final_clocks.png
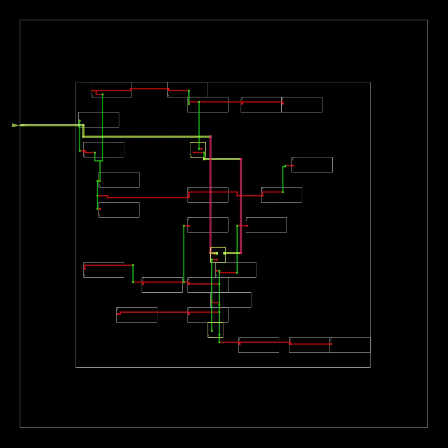
gate_families.png
Bar = 20 µm.
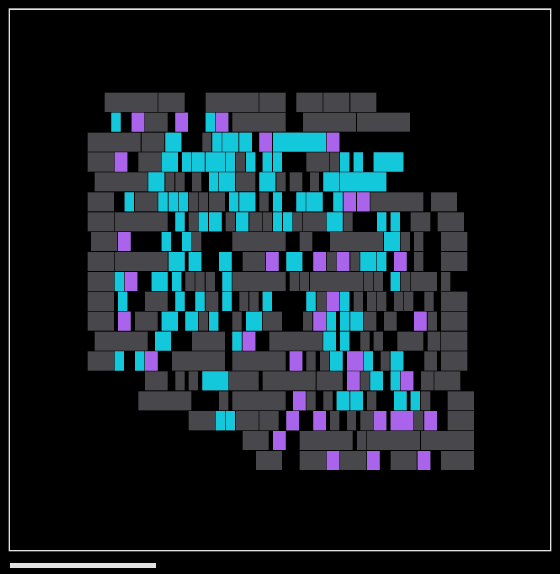
**src/rtl/bip_pkg.sv**
```systemverilog
// BIP control unit shared definitions: opcode values, accumulator mux codes, FSM states.
// Latency: n/a (declarations only).
// Backpressure: n/a.
package bip_pkg;

    // Opcode map
    localparam int unsigned OP_HLT  = 0;
    localparam int unsigned OP_STO  = 1;
    localparam int unsigned OP_LD   = 2;
    localparam int unsigned OP_LDI  = 3;
    localparam int unsigned OP_ADD  = 4;
    localparam int unsigned OP_ADDI = 5;
    localparam int unsigned OP_SUB  = 6;
    localparam int unsigned OP_SUBI = 7;
    localparam int unsigned OP_BEQ  = 8;
    localparam int unsigned OP_BNE  = 9;
    localparam int unsigned OP_JMP  = 10;

    // Accumulator input mux selections
    localparam int unsigned SELA_DM  = 0;
    localparam int unsigned SELA_IMM = 1;
    localparam int unsigned SELA_ALU = 2;

    typedef enum logic [2:0] {
        ST_IDLE  = 3'd0,
        ST_FETCH = 3'd1,
        ST_EXEC  = 3'd2,
        ST_WAIT  = 3'd3,
        ST_HALT  = 3'd4
    } state_e;

    typedef enum logic [1:0] {
        BR_NONE   = 2'd0,
        BR_EQ     = 2'd1,
        BR_NE     = 2'd2,
        BR_ALWAYS = 2'd3
    } br_kind_e;

endpackage

```
**src/rtl/bip_opcode_decode.sv**
```systemverilog
// Combinational opcode decoder: instruction register -> datapath controls and instruction class.
// Latency: 0 cycles (pure combinational).
// Backpressure: none; outputs are gated by the control FSM.
// Ports: ir_i (latched opcode) in; sel_a/sel_b/op/wr_acc/mem_rd/mem_wr, branch kind, halt and illegal flags out.
module bip_opcode_decode
    import bip_pkg::*;
#(
    parameter int LEN_OPCODE = 5,
    parameter int LEN_MUX_A  = 2
) (
    input  logic [LEN_OPCODE-1:0] ir_i,
    output logic [LEN_MUX_A-1:0]  sel_a_o,
    output logic                  sel_b_o,
    output logic                  op_o,
    output logic                  wr_acc_o,
    output logic                  mem_rd_o,
    output logic                  mem_wr_o,
    output logic                  is_branch_o,
    output logic                  is_halt_o,
    output logic                  illegal_o,
    output br_kind_e              br_kind_o
);

    always_comb begin
        sel_a_o     = LEN_MUX_A'(SELA_DM);
        sel_b_o     = 1'b0;
        op_o        = 1'b0;
        wr_acc_o    = 1'b0;
        mem_rd_o    = 1'b0;
        mem_wr_o    = 1'b0;
        is_halt_o   = 1'b0;
        illegal_o   = 1'b0;
        br_kind_o   = BR_NONE;
        case (32'(ir_i))
            OP_HLT:  is_halt_o = 1'b1;
            OP_STO:  mem_wr_o  = 1'b1;
            OP_LD: begin
                sel_a_o  = LEN_MUX_A'(SELA_DM);
                wr_acc_o = 1'b1;
                mem_rd_o = 1'b1;
            end
            OP_LDI: begin
                sel_a_o  = LEN_MUX_A'(SELA_IMM);
                wr_acc_o = 1'b1;
            end
            OP_ADD, OP_SUB: begin
                sel_a_o  = LEN_MUX_A'(SELA_ALU);
                op_o     = (32'(ir_i) == OP_SUB);
                wr_acc_o = 1'b1;
                mem_rd_o = 1'b1;
            end
            OP_ADDI, OP_SUBI: begin
                sel_a_o  = LEN_MUX_A'(SELA_ALU);
                sel_b_o  = 1'b1;
                op_o     = (32'(ir_i) == OP_SUBI);
                wr_acc_o = 1'b1;
            end
            OP_BEQ:  br_kind_o = BR_EQ;
            OP_BNE:  br_kind_o = BR_NE;
            OP_JMP:  br_kind_o = BR_ALWAYS;
            default: illegal_o = 1'b1;
        endcase
        is_branch_o = (br_kind_o != BR_NONE);
    end

endmodule

```
**src/rtl/bip_control_unit.sv**
```systemverilog
// Multi-cycle BIP control unit: IR latch, FETCH/EXEC/WAIT/HALT sequencing, retired-instruction counter.
// Latency: 2 cycles per instruction (FETCH+EXEC) plus one cycle per data-memory wait cycle.
// Backpressure: memory ops stall in WAIT, holding RAM requests and mux selects, until RamAck_i.
// Ports: Clk_i/Reset_i (sync, active-high), Start_i, Opcode_i, Zero_i, RamAck_i in; datapath controls,
//        Halted_o, IllegalOp_o and InstrCount_o out.
module bip_control_unit
    import bip_pkg::*;
#(
    parameter int LEN_OPCODE    = 5,
    parameter int LEN_MUX_A     = 2,
    parameter int LEN_CNT       = 16,
    parameter int MEM_HANDSHAKE = 1
) (
    input  logic                  Clk_i,
    input  logic                  Reset_i,
    input  logic                  Start_i,
    input  logic [LEN_OPCODE-1:0] Opcode_i,
    input  logic                  Zero_i,
    input  logic                  RamAck_i,
    output logic                  WrIR_o,
    output logic                  WrPC_o,
    output logic                  SelPC_o,
    output logic [LEN_MUX_A-1:0]  SelA_o,
    output logic                  SelB_o,
    output logic                  WrAcc_o,
    output logic                  Op_o,
    output logic                  WrRam_o,
    output logic                  RdRam_o,
    output logic                  Halted_o,
    output logic                  IllegalOp_o,
    output logic [LEN_CNT-1:0]    InstrCount_o
);

    state_e                state_q, state_d;
    logic [LEN_OPCODE-1:0] ir_q, ir_d;
    logic [LEN_CNT-1:0]    cnt_q, cnt_d;
    logic                  retire;
    logic                  taken;
    logic                  ram_ack;

    logic [LEN_MUX_A-1:0]  dec_sel_a;
    logic                  dec_sel_b, dec_op, dec_wr_acc, dec_mem_rd, dec_mem_wr;
    logic                  dec_branch, dec_halt, dec_illegal;
    br_kind_e              dec_br_kind;

    bip_opcode_decode #(
        .LEN_OPCODE (LEN_OPCODE),
        .LEN_MUX_A  (LEN_MUX_A)
    ) u_decode (
        .ir_i        (ir_q),
        .sel_a_o     (dec_sel_a),
        .sel_b_o     (dec_sel_b),
        .op_o        (dec_op),
        .wr_acc_o    (dec_wr_acc),
        .mem_rd_o    (dec_mem_rd),
        .mem_wr_o    (dec_mem_wr),
        .is_branch_o (dec_branch),
        .is_halt_o   (dec_halt),
        .illegal_o   (dec_illegal),
        .br_kind_o   (dec_br_kind)
    );

    // Without the handshake every memory access is assumed to complete in EXEC.
    assign ram_ack      = (MEM_HANDSHAKE != 0) ? RamAck_i : 1'b1;
    assign InstrCount_o = cnt_q;

    always_comb begin
        taken = 1'b0;
        case (dec_br_kind)
            BR_EQ:     taken = Zero_i;
            BR_NE:     taken = !Zero_i;
            BR_ALWAYS: taken = 1'b1;
            default:   taken = 1'b0;
        endcase
    end

    always_ff @(posedge Clk_i) begin
        if (Reset_i) begin
            state_q <= ST_IDLE;
            ir_q    <= '0;
            cnt_q   <= '0;
        end else begin
            state_q <= state_d;
            ir_q    <= ir_d;
            cnt_q   <= cnt_d;
        end
    end

    always_comb begin
        state_d     = state_q;
        ir_d        = ir_q;
        cnt_d       = cnt_q;
        retire      = 1'b0;
        WrIR_o      = 1'b0;
        WrPC_o      = 1'b0;
        SelPC_o     = 1'b0;
        SelA_o      = '0;
        SelB_o      = 1'b0;
        WrAcc_o     = 1'b0;
        Op_o        = 1'b0;
        WrRam_o     = 1'b0;
        RdRam_o     = 1'b0;
        Halted_o    = 1'b0;
        IllegalOp_o = 1'b0;

        case (state_q)
            ST_IDLE: begin
                if (Start_i) state_d = ST_FETCH;
            end
            ST_FETCH: begin
                WrIR_o  = 1'b1;
                ir_d    = Opcode_i;
                state_d = ST_EXEC;
            end
            ST_EXEC, ST_WAIT: begin
                // Selects and RAM requests stay asserted across the whole stall.
                SelA_o  = dec_sel_a;
                SelB_o  = dec_sel_b;
                Op_o    = dec_op;
                RdRam_o = dec_mem_rd;
                WrRam_o = dec_mem_wr;
                if (state_q == ST_EXEC) begin
                    IllegalOp_o = dec_illegal;
                    if (dec_halt) begin
                        state_d = ST_HALT;
                    end else if ((dec_mem_rd || dec_mem_wr) && !ram_ack) begin
                        state_d = ST_WAIT;
                    end else begin
                        retire = 1'b1;
                    end
                end else if (ram_ack) begin
                    retire = 1'b1;
                end
            end
            ST_HALT: begin
                Halted_o = 1'b1;
                if (Start_i) state_d = ST_FETCH;
            end
            default: state_d = ST_IDLE;
        endcase

        if (retire) begin
            state_d = ST_FETCH;
            WrPC_o  = 1'b1;
            WrAcc_o = dec_wr_acc;
            SelPC_o = dec_branch && taken;
            cnt_d   = (&cnt_q) ? cnt_q : cnt_q + LEN_CNT'(1);
        end
    end

endmodule

```
**config.mk**
```make
export PLATFORM = sky130hd
export DESIGN_NAME = bip_control_unit
export DESIGN_NICKNAME = d
export VERILOG_FILES = /design/src/rtl/bip_pkg.sv /design/src/rtl/bip_opcode_decode.sv /design/src/rtl/bip_control_unit.sv
export SDC_FILE = /design/constraint.sdc
export NUM_CORES = 1
export LEC_CHECK = 0
export ABC_AREA = 1
export CAP_MARGIN = 30
export CORE_MARGIN = 10
export CORE_UTILIZATION = 52
export CTS_CLUSTER_DIAMETER = 120
export DETAILED_ROUTE_END_ITERATION = 8
export GPL_TIMING_DRIVEN = 0
export PLACE_DENSITY = 0.95
export SLEW_MARGIN = 30
export SYNTH_ARGS = -nofsm -noshare
export SYNTH_HDL_FRONTEND = slang
export SYNTH_SLANG_ARGS = --single-unit
```
**constraint.sdc**
```tcl
create_clock -name Clk_i -period 3.4 [get_ports Clk_i]
set_input_delay 1.02 -clock Clk_i [delete_from_list [all_inputs] [get_ports Clk_i]]
set_output_delay 1.02 -clock Clk_i [all_outputs]
set_load 0.02 [all_outputs]
```
==> flow_summary.json <==
{
  "final-max-slew-violation-count": 0,
  "r2r_start": "InstrCount_o[0]",
  "p_seq_share_pct": 37.4,
  "largest_reg_flops": 16,
  "worst_slew_pin_slew_ns": 0.480,
  "drt_iter0_markers": 184,
  "largest_cell_class": "multi-input combinational cells",
  "holdPathStages": 2,
  "ys_warn_count": 0,
  "dr_wl_met2_um": 1820,
  "cap_viol_max_count": 0,
  "synth.area.top_cells": "dfxtp_1 (32%), nand2_1 (13%), nor2_1 (8.0%)",
  "top_cell": "nand2_1",
  "routed_wl_um": 4140,
  "htreeDepth": 1,
  "crit_path_cell_trace": "clkdlybuf4s50_1, inv_1, nand2_1, nand2_1, nand2_4, nand2_2, inv_1, clkdlybuf4s15_1",
  "crit_slowest_cell": "clkdlybuf4s50_1",
  "p_leak_nw": 0.759,
  "criticalPathCategory": "in -> out",
  "ioPinCount": 38,
  "fp-row-count": 19,
  "nNonClkInverters": 25,
  "grt_pass1_wl_um": 6860,
  "worstReg2RegEnd": "InstrCount_o[6]",
  "crit_end": "WrPC_o",
  "edf_count": 0,
  "power_switching_uw": 471,
  "hold_end": "InstrCount_o[14]",
  "final_nets": 284,
  "io_buffer_count": 36,
  "seq_area_um2": 480,
  "gp_congestion": 0.958,
  "seq_cell_count": 24,
  "vias": 1681,
  "pg_seq_uw": 381,
  "critPathTopFamily": "buffers and inverters",
  "drc": 0,
  "status": "complete, no violations",
  "powerClk_uw": 129,
  "worstSetupStartpoint": "RamAck_i",
  "clockBufferCount": 3,
  "warnings": 26,
  "largestPowerGroup": "combinational logic",
  "final-hold-violation-count": 0,
  "fp_util_pct": 54.6,
  "drive_gt1_share_pct": 6.64,
  "critPathBufInv": 4,
  "synthTopCellsByCount": "nand2_1 (53), nor2_1 (32), dfxtp_1 (24)",
  "top_area_cell": "dfxtp_1",
  "min_period_ns": 3.31
}
Back to the opening pictures, final_clocks.png:
clk_lat worst skew: 0.32 ns
CTS Buf Count: 3
Num Clock Sinks: 24
clock skew: 0.00753 ns

Back to the opening pictures, gate_families.png:
| family | color | cells | most used |
|---|---|---|---|
| NAND gates | cyan | 89 | nand2_1 |
| inverting AOI/OAI gates | purple | 34 | a21oi_1 |

## timing repair
action                     in CTS  in global routing
resized                         9                  5
hold buffers                    0                  0
setup endpoints to repair       3                  4
## placed cells by master, fill, tap and decap left out, types with 2 or more instances in the layout
| cell type | synthesis | layout |
|---|---|---|
| a21oi_1 | 23 | 23 |
| buf_2 | 2 | 3 |
| clkbuf_1 | 3 | 3 |
| clkbuf_4 | 0 | 3 |
| clkdlybuf4s50_1 | 0 | 32 |
| dfxtp_1 | 24 | 24 |
| inv_1 | 22 | 22 |
| inv_2 | 3 | 3 |
| nand2_1 | 53 | 51 |
| nand2_2 | 0 | 2 |
| nand3_1 | 15 | 15 |
| nand4_1 | 16 | 16 |
| nor2_1 | 32 | 32 |
| nor3_1 | 7 | 7 |
| o21ai_0 | 9 | 9 |
| xnor2_1 | 6 | 6 |
| xor2_1 | 5 | 5 |
## stage by stage
stage               TNS, ns  area (µm²)  worst slack (ns)  utilization [%]
floorplan                 0        1510             0.625                -
finish                    0        1930            0.0945             69.9
global placement     -0.926        1910            -0.350             69.1
CTS                       0        1930           0.00541             69.8
detailed placement   -0.979        1910            -0.397             69.1
global route              0        1930           0.00299             69.9
## worst reg2reg max path: stages (launching register included)
cell and delay (ns):
dfxtp_1 0.39, ha_1 0.28, nand3_2 0.14, inv_2 0.05
nand3_1 0.13, nand3b_4 0.19, clkbuf_1 0.39, nand4_1 0.16
a21oi_1 0.17
## cell families after synthesis
kind of cell             count (synthesis)  synth area share (%)
adder cells (fa/ha/maj)                  1                 0.830
XOR/XNOR                                11                  6.40
AND/OR/NAND/NOR                        130                  40.6
flip-flops                              24                  31.9
buffers and inverters                   32                  8.64
AND-OR/OR-AND                           34                  11.6
